==> config.mk <==
export PLATFORM = sky130hd
export DESIGN_NAME = cp0
export DESIGN_NICKNAME = d
export VERILOG_FILES = /design/src/rtl/cp0_pkg.sv /design/src/rtl/cp0.sv
export SDC_FILE = /design/constraint.sdc
export NUM_CORES = 1
export LEC_CHECK = 0
export ABC_AREA = 1
export CAP_MARGIN = 5
export CELL_PAD_IN_SITES_DETAIL_PLACEMENT = 2
export CELL_PAD_IN_SITES_GLOBAL_PLACEMENT = 2
export CORE_UTILIZATION = 23
export DETAILED_ROUTE_END_ITERATION = 6
export PLACE_DENSITY = 0.86
export SLEW_MARGIN = 20
export SYNTH_ARGS = -nofsm -noshare
export SYNTH_HDL_FRONTEND = slang
export SYNTH_SLANG_ARGS = --single-unit
export TNS_END_PERCENT = 5
==> constraint.sdc <==
create_clock -name clk -period 3.3 [get_ports clk]
set_input_delay 0.33 -clock clk [delete_from_list [all_inputs] [get_ports clk]]
set_output_delay 0.33 -clock clk [all_outputs]
set_load 0.02 [all_outputs]
==> src/rtl/cp0_pkg.sv <==
// Shared definitions for the coprocessor-0 exception/interrupt controller:
// register indices, exception codes and SR/Cause field positions.
package cp0_pkg;

  localparam logic [4:0] CP0_SR    = 5'd12;
  localparam logic [4:0] CP0_CAUSE = 5'd13;
  localparam logic [4:0] CP0_EPC   = 5'd14;
  localparam logic [4:0] CP0_PRID  = 5'd15;

  typedef enum logic [4:0] {
    EXC_INT     = 5'd0,
    EXC_ADEL    = 5'd4,
    EXC_ADES    = 5'd5,
    EXC_SYSCALL = 5'd8,
    EXC_RI      = 5'd10,
    EXC_OV      = 5'd12
  } exc_code_t;

  localparam int SR_IE       = 0;
  localparam int SR_EXL      = 1;
  localparam int SR_IM_LO    = 10;
  localparam int SR_IM_HI    = 15;
  localparam int CAUSE_EXC_LO = 2;
  localparam int CAUSE_EXC_HI = 6;
  localparam int CAUSE_IP_LO = 10;
  localparam int CAUSE_IP_HI = 15;
  localparam int CAUSE_BD    = 31;

  // A victim in a delay slot restarts at its branch, one word earlier.
  function automatic logic [31:0] epc_target(input logic [31:0] pc, input logic bd);
    return bd ? (pc - 32'd4) : pc;
  endfunction

endpackage

==> src/rtl/cp0.sv <==
// Coprocessor-0: SR/Cause/EPC/PRId register file plus the single
// exception/interrupt request line that flushes the pipeline.
module cp0
  import cp0_pkg::*;
#(
  parameter logic [31:0] PRID = 32'h5052_4F43
) (
  input  logic        clk,
  input  logic        reset,
  input  logic        en,
  input  logic [4:0]  cp0_addr,
  input  logic [31:0] cp0_in,
  output logic [31:0] cp0_out,
  input  logic [31:0] vpc,
  input  logic        bd_in,
  input  logic [4:0]  exc_code_in,
  input  logic [5:0]  hwint,
  input  logic        exl_clr,
  output logic [31:0] epc_out,
  output logic        req
);

  logic [5:0]  r_im;
  logic        r_exl;
  logic        r_ie;
  logic        r_bd;
  logic [5:0]  r_ip;
  logic [4:0]  r_excCode;
  logic [31:0] r_epc;

  logic        w_intReq;
  logic        w_excReq;
  logic [31:0] w_sr;
  logic [31:0] w_cause;
  logic        w_unusedIn;

  assign w_unusedIn = ^{cp0_in[31:16], cp0_in[9:2]};

  assign w_intReq = (|(hwint & r_im)) & r_ie & ~r_exl;
  assign w_excReq = (exc_code_in != 5'd0) & ~r_exl;
  assign req      = w_intReq | w_excReq;
  assign epc_out  = r_epc;

  always_ff @(posedge clk) begin
    if (reset) begin
      r_im      <= '0;
      r_exl     <= 1'b0;
      r_ie      <= 1'b0;
      r_bd      <= 1'b0;
      r_ip      <= '0;
      r_excCode <= '0;
      r_epc     <= '0;
    end else begin
      r_ip <= hwint;
      if (req) begin
        r_exl     <= 1'b1;
        r_bd      <= bd_in;
        r_excCode <= w_intReq ? EXC_INT : exc_code_in;
        r_epc     <= epc_target(vpc, bd_in);
      end else begin
        // eret clears first so a same-cycle mtc0 to SR decides the final EXL.
        if (exl_clr)
          r_exl <= 1'b0;
        if (en && (cp0_addr == CP0_SR)) begin
          r_im  <= cp0_in[SR_IM_HI:SR_IM_LO];
          r_exl <= cp0_in[SR_EXL];
          r_ie  <= cp0_in[SR_IE];
        end
        if (en && (cp0_addr == CP0_EPC))
          r_epc <= cp0_in;
      end
    end
  end

  always_comb begin
    w_sr = '0;
    w_sr[SR_IM_HI:SR_IM_LO] = r_im;
    w_sr[SR_EXL] = r_exl;
    w_sr[SR_IE]  = r_ie;
    w_cause = '0;
    w_cause[CAUSE_BD] = r_bd;
    w_cause[CAUSE_IP_HI:CAUSE_IP_LO] = r_ip;
    w_cause[CAUSE_EXC_HI:CAUSE_EXC_LO] = r_excCode;
  end

  always_comb begin
    cp0_out = '0;
    case (cp0_addr)
      CP0_SR:    cp0_out = w_sr;
      CP0_CAUSE: cp0_out = w_cause;
      CP0_EPC:   cp0_out = r_epc;
      CP0_PRID:  cp0_out = PRID;
      default:   cp0_out = '0;
    endcase
  end

endmodule
==> GITHUB_STEP_SUMMARY, run 1 <==
## Synthesis and layout report

| Metric | Value |
|---|---|
| Status | completed |
| Mean post-synth cell area | 6.00 µm² |
| DRC | 0 |
| Worst setup EP type | output port |
| Final Hold Vio Count | 0 |
| WL/cell | 17.3 µm |
| Global-route met2 utilization | 38.7% |
| Final RePlAce weighted congestion | 0.890 |
| WS Path Type | input pin to output port |
| WP depth | 8 |
| Fin crit period | 2.75 ns |
| Worst Path Arrival | 2.42 ns |
| RSZ-0062 raised after global routing | false |
| Logic area | 2130 µm² |
| P_sw | 559 µW |
| IO buf count | 149 |
| Distinct lib cells | 42 |
| CTS max path bufs | 2 |
| Met3 Use GR | 1.84% |
| Hpwl dp | 13.6 mm |
| Endpoints failing setup | 0 |
| Area fraction in xor and xnor cells | 3.59% |
| Top pwr grp | sequential cells |
| Clk slew on worst S/H paths | 0.07 ns |
| First-pass DRT Iterations | 4 |
| First-pass GRT wire length | 26.0 mm |
| Internal Pwr Total | 1180 µW |
| Buf/Inv on CP | 3 |
| Most used cell, CP | nand2_1 |
| FP Core Util | 23.8% |
| Area fraction in compound gates | 15.9% |
| Crit path from | cp0_addr[3] |
| Slew HR | 55.4% |
| Final Cycle Share | 83.5% |
| Simple share | 38.5% |
| Clock group power | 505 µW |
| Maximum clock frequency | 363 MHz |
| IO Pins | 150 |
| Sink Count | 52 |
| Number of DRC markers in iteration 0 | 151 |
| Antenna cells | 0 |
| Least-Margin Pin Slew | 0.668 ns |
| Clock Skew | 0.00420 ns |
| Post-Syn Area | 3660 µm² |
| Row count | 45 |
| Pin count of the biggest net entering global routing | 33 |
| Area Growth Syn to Fin | 48.3% |
| Yosys cell count | 610 |
| Layout cells sized above 1 | 4.69% |
| Clk pwr share | 29.0% |
| Slowest CP cell | clkdlybuf4s50_1 |
| Non-Filler Instances | 957 |
| Root Buffer | clkbuf_16 |
| Logic pwr share | 30.1% |
| Reg2reg path depth | 10 |
| Power per cell area | 321 nW/µm² |
| Chip Area | 16400 µm² |
| Max Slew Vio Count | 0 |
| Antenna viol nets, final | 0 |
| Fillcell total | 1876 |
| FF-to-FF End | epc_out[11]$_SDFFE_PP0P_ |
| R2r setup slk | 1.34 ns |
| Vias per Instance | 4.62 |
| Resize count post-CTS | 0 |
| Largest stage delay, worst path | 0.65 ns |
| Crit path capture | cp0_out[14] |
| Req. time, crit path | 2.97 ns |
| Global Route Usage Sum | 20.6% |
| CTS tree | built |
| Most numerous logic cells after layout | nand2_1 (183), clkdlybuf4s50_1 (149), nor2_1 (92) |
| Post-CTS setup buffers | 0 |
| Flops after synth | 52 |
| Top non-seq family | simple AND/OR/NAND/NOR gates |
| Initial antenna violation count | 0 |
| Worst R2R Start | r_im[0]$_SDFFE_PP0P_ |
| Gr busiest metal | met2 |
| Sequential cell power | 714 µW |
| Seq share, synth | 28.4% |
| Vias in the first global route | 4730 |
| Grt ovf | 0 |
run 1: layout make-up:
cell class	count	area share, %
inverter	88	6.09
clock buffer	5	2.31
sequential	52	19.2
multi-input combinational	446	39.3
tap	211	4.86
clock inverter	2	0.231
timing repair buffer	153	28.0
run 1: cells by family after synthesis:
kind of cell	count (synthesis)
compound gates	104
flops	52
buf+inv	112
simple gates	326
xor+xnor	15
fa+ha+maj	1
run 1: stage by stage:
step / power (µW) / worst slack, ns / utilization [%] / instance area, µm²
after floorplan: 973 / 1.68 / - / 3660
after global placement: 1230 / 0.689 / 34.4 / 5290
after detailed placement: 1250 / 0.507 / 34.4 / 5290
after CTS: 1770 / 0.499 / 35.3 / 5430
after global routing: 1830 / 0.377 / 35.3 / 5430
final: 1740 / 0.546 / 35.3 / 5430
run 1: Yosys cell counts (all sizes together):
| cell type | number | area (µm²) |
|---|---|---|
| o21bai | 2 | 15.0 |
| o221ai | 1 | 8.76 |
| ha | 1 | 12.5 |
| nor3 | 4 | 25.0 |
| clkbuf | 8 | 30.0 |
| o2111ai | 1 | 8.76 |
| clkinv | 1 | 3.75 |
| nand3 | 24 | 133 |
| o211ai | 4 | 30.0 |
| a22o | 1 | 8.76 |
| buf | 16 | 126 |
| xnor2 | 2 | 17.5 |
| nand2 | 186 | 724 |
| and3 | 1 | 11.3 |
| a31oi | 1 | 6.26 |
| o31ai | 2 | 15.0 |
| nor2 | 102 | 459 |
| xor2 | 13 | 114 |
| dfxtp | 52 | 1040 |
| nand4 | 9 | 56.3 |
| a21o | 1 | 7.51 |
| a21oi | 34 | 174 |
| a211oi | 3 | 32.5 |
| o21ai | 54 | 274 |
| inv | 87 | 327 |
run 1: registers in the layout, summed over array words and instances (netlist names):
register   count
epc_out       32
r_im           6
r_ip           6
r_excCode      5
r_bd           1
r_exl          1
r_ie           1
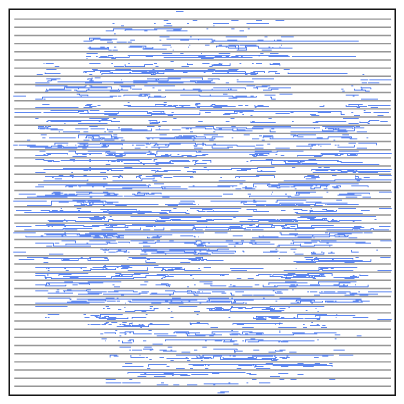
*Metal 1, run 1*
(3 px per µm) Supply wires on this layer in grey.
nets with wire on the layer = 758
longest straight run = 50.6 µm
Via Count: 4426
met1 Use GR: 25.9%
WL final: 16.5 mm

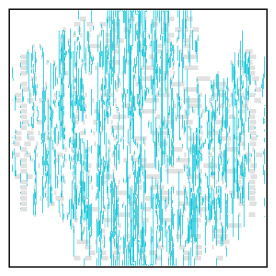
*Signal wires on met2, run 1*
(2 px per µm) Cells faint in the background.
nets with wire on the layer = 749
main direction = vertical
longest straight run = 73.4 µm
share of all routed wire = 51%

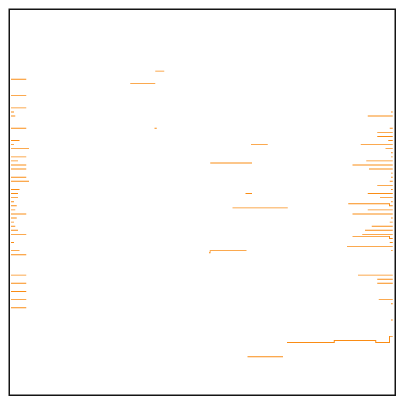
*M3 wires, run 1*
(3 px per µm)
share of all routed wire = 2.6%
main direction = horizontal
wire length on this layer = 426 µm

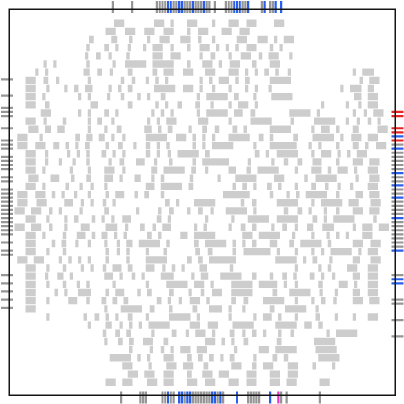
*Pin placement, run 1*
(3 px per µm) Pins as bars across the die edge, other pins in grey.
`cp0_out` -> blue  # pins 32, direction output, edge 13 north, 10 south, 9 east
`en` -> magenta  # pins 1, direction input, edge south
`cp0_addr` -> red  # pins 5, direction input, edge east
all pins by edge = 40 east, 38 north, 37 south, 35 west

### Placed standard cells, run 1

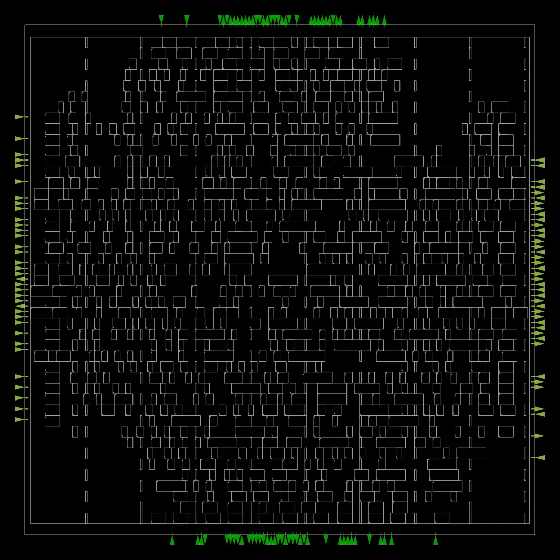

--- run 2 (diff from run 1) ---
--- a/config.mk
+++ b/config.mk
@@ -9,9 +9,9 @@
 export CAP_MARGIN = 5
 export CELL_PAD_IN_SITES_DETAIL_PLACEMENT = 2
 export CELL_PAD_IN_SITES_GLOBAL_PLACEMENT = 2
-export CORE_UTILIZATION = 23
+export CORE_UTILIZATION = 19
 export DETAILED_ROUTE_END_ITERATION = 6
-export PLACE_DENSITY = 0.86
+export PLACE_DENSITY = 0.76
 export SLEW_MARGIN = 20
 export SYNTH_ARGS = -nofsm -noshare
 export SYNTH_HDL_FRONTEND = slang
==> constraint.sdc (replaced) <==
create_clock -name clk -period 2.45 [get_ports clk]
set_input_delay 0.245 -clock clk [delete_from_list [all_inputs] [get_ports clk]]
set_output_delay 0.245 -clock clk [all_outputs]
set_load 0.02 [all_outputs]
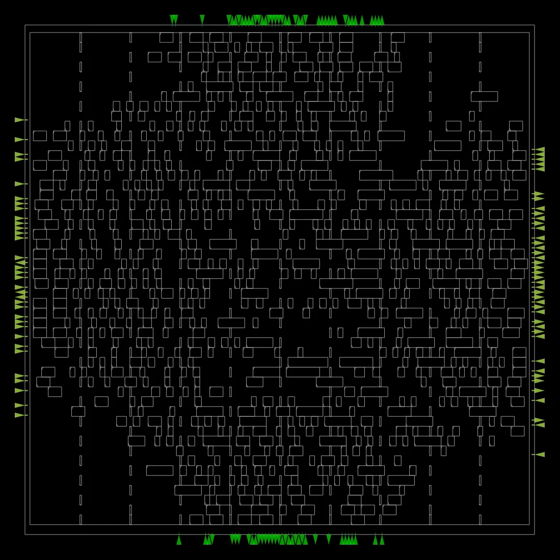
*Placed standard cells, run 2*
fillcell total: 2272
row count: 50
sequential share of cell area: 18.7%

==> GITHUB_STEP_SUMMARY, run 2 <==
## Synthesis and layout report

| Metric | Value |
|---|---|
| Final core utilization | 29.7% (-5.6 points) |
| Final RePlAce weighted congestion | 0.788 (-11%) |
| Grt ovf | 0 (unchanged) |
| Post-CTS setup buffers | 0 (unchanged) |
| Max Slew Vio Count | 0 (unchanged) |
| Area Growth Syn to Fin | 52.4% |
| Dominant Register Cell | dfxtp_1 |
| Cell area leaders | dfxtp_1 (28%), nand2_1 (19%), nor2_1 (9.4%), inv_1 (8.5%), o21ai_0 (5.9%) |
| FP Core Util | 19.5% (-4.3 points) |
| Req. time, crit path | 2.20 ns (-0.77 ns) |
| FF-to-FF End | epc_out[7]$_SDFFE_PP0P_ |
| Worst R2R Start | r_im[0]$_SDFFE_PP0P_ |
| Yosys cell count | 610 (unchanged) |
| Chip Area | 19800 µm² (+21%) |
| Distinct lib cells | 42 (unchanged) |
| Antenna viol nets, final | 0 (unchanged) |
| Initial antenna violation count | 0 (unchanged) |
| Final Hold Vio Count | 0 (unchanged) |
| Clock Skew | 0.00846 ns (+0.00426 ns) |
| YS chip area | 3660 µm² |
| CTS tree | built |
| Post-Syn Area | 3660 µm² (unchanged) |
| Worst setup EP type | output port |
| Final Cycle Share | 94.1% |
| Fin crit period | 2.30 ns |
| Synth Instances | 610 |
| IO Pins | 150 (unchanged) |
| Vias per Instance | 4.40 (-4.9%) |
| R2r setup slk | 0.59 ns (-0.75 ns) |
| Internal Pwr Total | 1710 µW (+45%) |
| Slowest CP cell | clkdlybuf4s50_1 |
| Hpwl dp | 13.4 mm (-1.9%) |
| Most numerous logic cells after layout | nand2_1 (183), clkdlybuf4s50_1 (146), nor2_1 (92) |
| WS Path Type | input pin to output port |
| Cell type with the largest total area | dfxtp_1 |
| Mean post-synth cell area | 6.00 µm² (unchanged) |
| Crit path from | cp0_addr[3] |
| Yosys top cell area share | 28.4% (unchanged) |
| Antenna cells | 0 (unchanged) |
| Clk slew on worst S/H paths | 0.07 ns (about the same) |
| Ys async rst share | 0% (unchanged) |
| Reg2reg path depth | 10 (unchanged) |
| Seq share, synth | 28.4% (unchanged) |
| Vias in the first global route | 4441 (-6.1%) |
| IO buf count | 149 (unchanged) |
| Logic pwr share | 28.5% (-1.6 points) |
| Buf/Inv on CP | 4 (+1) |
| Power per cell area | 445 nW/µm² (+38%) |
| Most used cell, CP | nand2_1 |
| First-pass GRT wire length | 25.2 mm (-2.9%) |
| Status | completed |
| DRC | 0 (unchanged) |
| Max reg flops | 32 (unchanged) |
| Setup TNS | 0 ns |
| Slew HR | 53.8% (-1.6 points) |
| Fin area | 5580 µm² (+2.8%) |
| Clk pwr share | 32.8% (+3.8 points) |
| CP Launch Type | input pin |
| Sink Count | 52 (unchanged) |
| CTS max path bufs | 2 (unchanged) |
| Dpl cell area | 5410 µm² (+2.2%) |
| Max cap viols | 0 |
| First-pass DRT Iterations | 4 (unchanged) |
| OpenROAD warning count | 26 |
| Endpoints failing setup | 0 (unchanged) |
| EDFF count, synth | 0 (unchanged) |
| Worst Path Arrival | 2.06 ns (-0.36 ns) |
| Number of DRC markers in iteration 0 | 157 (+4.0%) |
| Maximum clock frequency | 434 MHz |
| Global Route Usage Sum | 16.6% (-4.0 points) |
| Pin count of the biggest net entering global routing | 33 (unchanged) |
| Largest stage delay, worst path | 0.64 ns (about the same) |
| Flops after synth | 52 (unchanged) |
| Die height | 141 µm |
| WL/cell | 16.4 µm (-5.3%) |
| Most numerous cell in the Yosys netlist | nand2_1 |
| Final Total Pwr | 2480 µW (+42%) |
| RSZ-0062 raised after global routing | false |
| Least-Margin Pin Slew | 0.692 ns (+0.0234 ns) |
| Root Buffer | clkbuf_16 |
| Final hold slack | 0.482 ns |
| P_sw | 767 µW (+37%) |
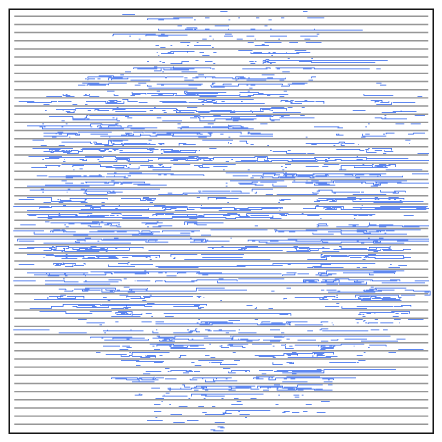
*Metal 1, run 2*
(3 px per µm) Supply wires on this layer in grey.
Via Count: 4347
WL final: 16.2 mm
met1 Use GR: 22.6%

==> run 2: worst max-delay path by stage <==
stage	end	slack, ns	depth (start not counted)
after CTS	cp0_out[15]	0.06	8
after global placement	cp0_out[6]	0.11	8
after detailed placement	cp0_out[15]	0.06	8
final	cp0_out[5]	0.15	9
after global routing	cp0_out[12]	0.005	9
after floorplan	cp0_out[17]	1.0	5
==> run 2: layout make-up <==
cell class	instances	area (µm²)	share of cell area, %
clock buffers	6	129	2.31
repair buffers	160	1620	29.0
inverters	88	330	5.92
clock inverters	2	35.0	0.628
flip-flops and latches	52	1040	18.7
multi-input cells	446	2130	38.2
well taps	234	293	5.25
==> run 2: power groups by stage <==
stage	Combinational, µW	Sequential [µW]	Clock (µW)
2_1_floorplan	287	1020	0
3_3_place_gp	705	978	0
3_5_place_dp	718	980	0
4_1_cts	722	961	841
5_1_grt	775	967	871
6_report	708	959	814
==> run 2: kinds of logic after synthesis <==
kind of cell               count (synthesis)  synth area share (%)
AOI/OAI and AO/OA                        104                  15.9
xor gates and xnor gates                  15                  3.59
adders and majority gates                  1                 0.342
buffers and inverters                    112                  13.3
DFF                                       52                  28.4
and+or+nand+nor                          326                  38.5
==> run 2: metal layers <==
metal,vias up,track usage (%)
met5,-,0
met2,84,28.9
li1,2188,-
met3,9,1.66
met4,0,2.40
met1,2066,22.6
==> run 2: per-stage QoR <==
step / instances / setup WS, ns
after floorplan: 610 / 0.996
after global routing: 988 / 0.00506
after CTS: 988 / 0.0551
after detailed placement: 980 / 0.0571
final: 988 / 0.145
after global placement: 980 / 0.106
==> run 2: timing repair <==
action                                  in CTS  in global routing
endpoints found under the setup margin       0                  5
gates resized                                0                  4
hold buffers                                 0                  0
Power is estimated from default activity; no workload was simulated.
